**config.mk**
```make
export PLATFORM = sky130hd
export DESIGN_NAME = seq_detector_param
export DESIGN_NICKNAME = d
export VERILOG_FILES = /design/src/rtl/seq_detector_param.sv
export SDC_FILE = /design/constraint.sdc
export NUM_CORES = 1
export LEC_CHECK = 0
export CAP_MARGIN = 25
export CORE_AREA = 2 2 39 41
export DETAILED_ROUTE_END_ITERATION = 8
export DIE_AREA = 0 0 41 43
export PLACE_DENSITY_LB_ADDON = 0.3
export SKIP_CTS_REPAIR_TIMING = 1
export SLEW_MARGIN = 40
export SYNTH_ARGS = -nofsm -noshare
export SYNTH_HDL_FRONTEND = slang
export SYNTH_SLANG_ARGS = --single-unit
export TNS_END_PERCENT = 50
```
**constraint.sdc**
```tcl
create_clock -name clock -period 1.6 [get_ports clock]
set_clock_uncertainty 0.15 [all_clocks]
set_input_delay 0.32 -clock clock [delete_from_list [all_inputs] [get_ports clock]]
set_output_delay 0.32 -clock clock [all_outputs]
set_load 0.005 [all_outputs]
```
**src/rtl/seq_detector_param.sv**
```systemverilog
// rtl/seq_detector_param.sv - parameterised serial pattern detector with optional match counter
// Define SEQ_DET_COUNT_EN to build match_count/count_sat; otherwise both are tied to 0.
module seq_detector_param #(
   parameter int                 PAT_LEN = 4,
   parameter logic [PAT_LEN-1:0] PATTERN = 4'b1101,
   parameter int                 OVERLAP = 1,
   parameter int                 CNT_W   = 8
) (
   input  logic             clock,
   input  logic             reset,
   input  logic             i,
   input  logic             in_valid,
   output logic             out,
   output logic [CNT_W-1:0] match_count,
   output logic             count_sat
);

   localparam int FILL_W = $clog2(PAT_LEN + 1);

   typedef enum logic {
      FILLING,
      ARMED
   } state_t;

   state_t              state;
   logic [PAT_LEN-1:0]  hist;
   logic [PAT_LEN-1:0]  hist_nxt;
   logic [FILL_W-1:0]   fill;
   logic                hit;

   // A hit needs a full window: already armed, or this bit completes the fill.
   always_comb begin
      hist_nxt = {hist[PAT_LEN-2:0], i};
      hit      = in_valid && (hist_nxt == PATTERN) &&
                 ((state == ARMED) || (fill == FILL_W'(PAT_LEN - 1)));
   end

   always_ff @(posedge clock or posedge reset) begin
      if (reset) begin
         state <= FILLING;
         hist  <= '0;
         fill  <= '0;
         out   <= 1'b0;
      end else begin
         out <= hit;
         if (in_valid) begin
            hist <= hist_nxt;
            if (hit && (OVERLAP == 0)) begin
               fill  <= '0;
               state <= FILLING;
            end else if (state == FILLING) begin
               fill  <= fill + FILL_W'(1);
               state <= (fill == FILL_W'(PAT_LEN - 1)) ? ARMED : FILLING;
            end
         end
      end
   end

`ifdef SEQ_DET_COUNT_EN
   // Counter holds at all-ones; a hit arriving at the ceiling raises the sticky flag.
   always_ff @(posedge clock or posedge reset) begin
      if (reset) begin
         match_count <= '0;
         count_sat   <= 1'b0;
      end else if (hit) begin
         if (&match_count) begin
            count_sat <= 1'b1;
         end else begin
            match_count <= match_count + CNT_W'(1);
         end
      end
   end
`else
   assign match_count = '0;
   assign count_sat   = 1'b0;
`endif

endmodule
```
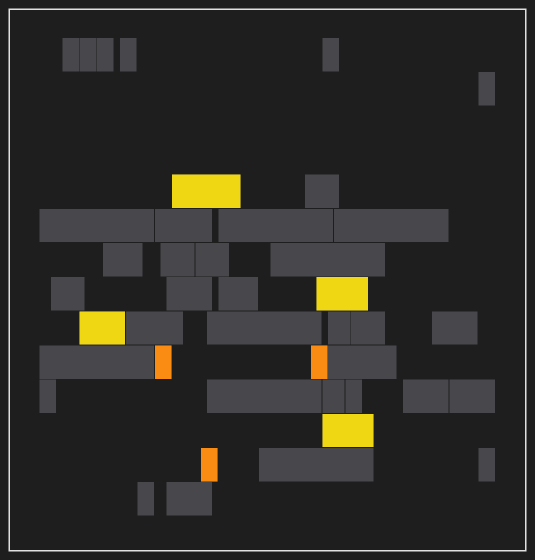
Figure 1: run 1, gate families picked out.
color	family	cells
yellow	multiplexers	4
orange	inverters	3
combinational fraction of the cell area: 0.345
most frequent logic cell in the layout: conb_1
Layout Cells excl Fill: 58

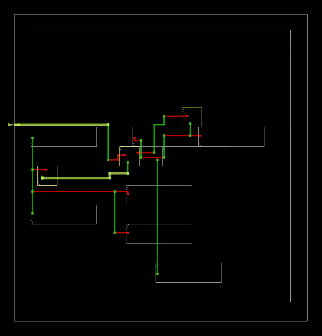
Figure 2: run 1, clock nets.
clock network latency to the later pin of the worst-skew pair: 0.25 ns
number of buffers created by CTS: 3
number of flip-flops and latches: 8
power drawn by the clock network: 0.000150 W

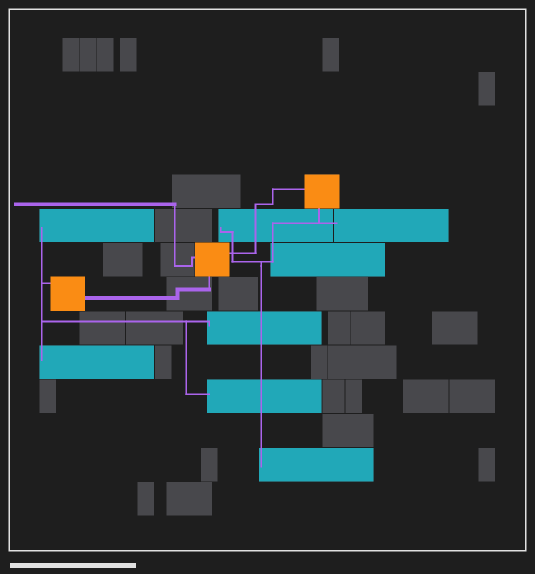
Figure 3: run 1, routed clock nets over the placement.
The bar under the picture is 10 um long.
[cyan] flip-flops | count: 8
[purple] clock wires | length: 114 um
[orange] cells driving clock nets | count: 3
routed clock nets	4
share of total power in the clock network: 0.245

==> results.txt, run 1 <==
Implementation results are summarized by area below.

Setup path
STA puts the critical path data arrival time at between 1 and 1.5 ns. Along the critical path, the tally of buffer and inverter instances is 1. The largest driver fanout on the critical path is 1. The data required time of the critical path is around 1.1 ns. The slack of the worst reg-to-reg path is roughly 0.32 ns. The largest stage delay on the critical path is just under 0.5 ns. The critical path is of the flip-flop to primary output type. The type of origin of the critical path is a flip-flop.

The launch instance of the worst register-to-register path is fill[0]$_DFFE_PP0P_. In this design, the largest share of critical-path delay is due to buffers and inverters.

Outcome
The run finished with clean final reports.

Power
The highest-power group is sequential cells. Combinational power for this build is about 0.00017 W. The total power divided by cell area is around 1300 nW/um2. The peak supply drop is ~0.61 mV.

Drt
The average detailed-routed wire length per instance is around 8.6 um.

Die
The count of pins on the block boundary is 14. The effective utilization at floorplan is 0.297. Per the OpenROAD floorplan log, the width of the die is a little over 40 um.

Logic synthesis
The number of different library cells used by synthesis comes to 16. Counting instances in the post-synthesis netlist gives the leading cell types as 9 x buf_4, 8 x dfrtp_1, 3 x inv_1. The number of flops mapped to enable cells by yosys is 0.

The cell area after technology mapping is 412 um2. The synthesized netlist has a Yosys-reported chip area of between 400 and 500 um2. For this run the top cell type by instance count after synthesis was buf_4. Looking at area per cell type in the netlist, the leader is dfrtp_1. After synthesis, the cell types taking the most area are dfrtp_1 49%, buf_4 16%, ha_1 6.1%, mux2_4 3.6%, nor4b_2 3.6%.

Finish
In this run the layout overhead on the synthesized area is reported as 14.6%. The layout has 3 clock buffers. The number of logic gates is 22.

The layout has 6 buffers outside the clock class.

Place
The global placer's final weighted congestion is a little under 0.6.

Timing
Setup repair after global routing left no endpoint under its margin. The worst path needs 1.53 ns of the cycle, external delays included. Summed over all failing endpoints, the final setup total negative slack is 0 ns. For reference, the final report shows the hold violation count at 0.

Run
The logs give a warning total of 26. The run reported a max-capacitance violation count of 0.

Clocking
The H-tree depth reported by CTS is 1. The total number of clock tree sinks is 8. Clock-pin slew was measured on the worst setup and hold paths at approximately 0.05 ns.
[run 1: per-layer routing]
layer	GRT usage	routed length [um]
met1	0.104	222
met2	0.0938	224
met3	0.0785	50
met4	0.0400	0
met5	0	0
[run 1: metrics by stage]
step	std cells	hold slack (ns)	cell area, um2	total power [W]
global placement	55	0.313	449	0.000466
finish	58	0.164	472	0.000613
global route	58	0.200	472	0.000673
floorplan	42	-0.0143	442	0.000436
CTS	58	0.169	472	0.000626
detailed placement	55	0.314	449	0.000464
[run 1: cells by family after synthesis]
family / share of synthesized area
AND/OR/NAND/NOR: 0.0699
other: 0.00911
flip-flops: 0.486
buffers and inverters: 0.191
multiplexers: 0.115
AND-OR/OR-AND: 0.0456
adder cells (fa/ha/maj): 0.0608
XOR/XNOR: 0.0213
==> run 2, diff against run 1 <==
- CTS_CLUSTER_SIZE: unset -> 20
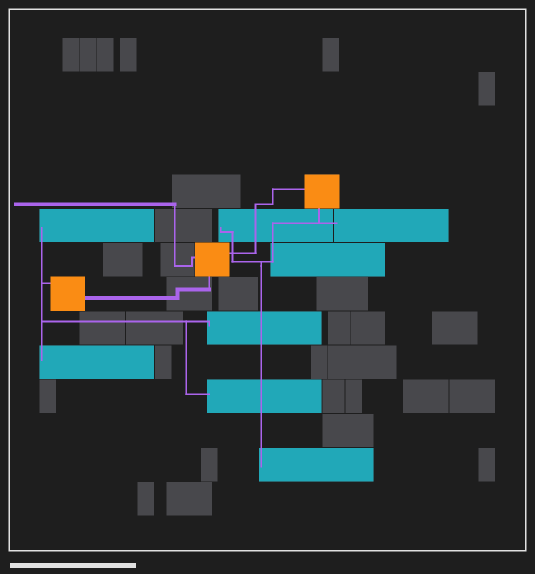
Figure 4: run 2, routed clock nets over the placement.
The bar under the picture is 10 um long.
[orange] cells driving clock nets | count: 3
[cyan] flip-flops | count: 8
[purple] clock wires | length: 114 um
routed clock nets	4

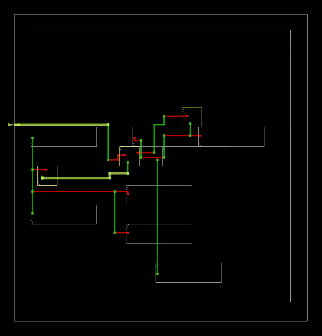
Figure 5: run 2, clock nets.
clk_buf instances: 3
Clock Sinks: 8

==> run 2 against run 1 <==
Net effect:
- total power stayed put
- highest routed layer unchanged
- clock-buffer cell count did not move
- via count unchanged
- design area stayed put
- largest cell class unchanged
- clock power hardly changed
- non-clock buffer count did not move
- sequential power about the same
- final cell count unchanged
==> results.txt, run 2 <==
Implementation results are summarized by area below.

Outcome
The flow ran to the end, and the final reports show no timing, DRC or antenna violations.

Power
Clock network power for this build is roughly 0.00015 W. The flow reports power dissipated in combinational cells as around 0.00017 W. Of the total power, the clock network draws 0.245. The biggest slice of the total power is consumed by sequential cells.

Setup path
The slack of the worst reg-to-reg path is ~0.32 ns. STA lists the maximum fanout along the critical path as 1. The OpenROAD report gives the critical path a data arrival time of 1.06 ns. The kind of cell with the highest combined delay on the critical path is buffers and inverters.

Per the timing report, the most critical flop-to-flop path originates at fill[0]$_DFFE_PP0P_. The data required time of the critical path is 1.13 ns. The kind of critical path is flip-flop to primary output.

Per STA, the highest per-stage delay on the worst path measures around 0.5 ns. The type of origin of the critical path is a flip-flop.

Finish
The final layout report lists a non-clock buffer count of 6. The final instance count without filler cells is just under 60. According to the cell report, flip-flops and latches in the layout number 8. The proportion of cell area occupied by multi-input gates is 0.345. The area growth from synthesis to layout is 14.6%. The post-layout instance area is roughly 470 um2.

By instance count after routing, the leading logic cell type is conb_1.

Logic synthesis
Post-synthesis, Yosys gives the total cell area as between 400 and 500 um2. The leading cell type by number of instances after synthesis is buf_4. The post-synth count of flops with an enable pin is 0. The cell type that accounts for the most area after synthesis is dfrtp_1.

The commonest cells after synthesis are 9 x buf_4, 8 x dfrtp_1, 3 x inv_1. After synthesis the cells add up to 412 um2. Sorting the synthesized cells by area gives the leading types as dfrtp_1 49%, buf_4 16%, ha_1 6.1%, mux2_4 3.6%, nor4b_2 3.6%.

Global routing
The global routing stage identified its most utilized layer as met1. On met2, the global router reports a usage of 0.0938. The met1 capacity usage during global routing is 0.104. The fraction of met3 tracks used by global routing is 0.0785.

Die
In the floorplan report the effective utilization is 0.297. The die span in x is roughly 41 um. The count of pins on the block boundary is 14.

Timing
Hold is met by between 0.15 and 0.2 ns. Setup repair after global routing left no endpoint under its margin.

Run
Warnings raised by the tools during the run amount to 26. Per the run summary, max-cap violations total 0.

Drt
The average detailed-routed wire length per instance is around 8.6 um.

Clocking
Clock-pin slew was measured on the worst setup and hold paths at roughly 0.05 ns. The later pin in the worst-skew pair is clocked with a latency of around 0.25 ns. CTS added clock buffers totalling 3.

Place
Once placement finished, the instance area stood at roughly 450 um2. Per the gpl log, the routability congestion estimate is ~0.59.
run 2: cell counts after synthesis:
No cell type changed its count.
run 2: cells by family after synthesis:
kind of cell,Yosys count,synth area share
AOI/OAI and AO/OA,3,0.0456
other,1,0.00911
and+or+nand+nor,3,0.0699
buffers and inverters,12,0.191
DFF,8,0.486
xor gates and xnor gates,1,0.0213
muxes,4,0.115
adders and majority gates,2,0.0608
run 2: worst max-delay path by stage:
stage | end | slack, ns
global route | out | 0.002
detailed placement | fill[1]$_DFFE_PP0P_ | -0.006
global placement | fill[1]$_DFFE_PP0P_ | -0.02
floorplan | state$_DFFE_PP0P_ | 0.39
CTS | out | 0.05
finish | out | 0.07
run 2: routing by layer:
layer / routed length, um / share of wire
met2: 224 / 0.45
met3: 50 / 0.10
met4: 0 / 0
met1: 222 / 0.45
met5: 0 / 0
No activity file was given, so power comes from the tool's default toggle rates.
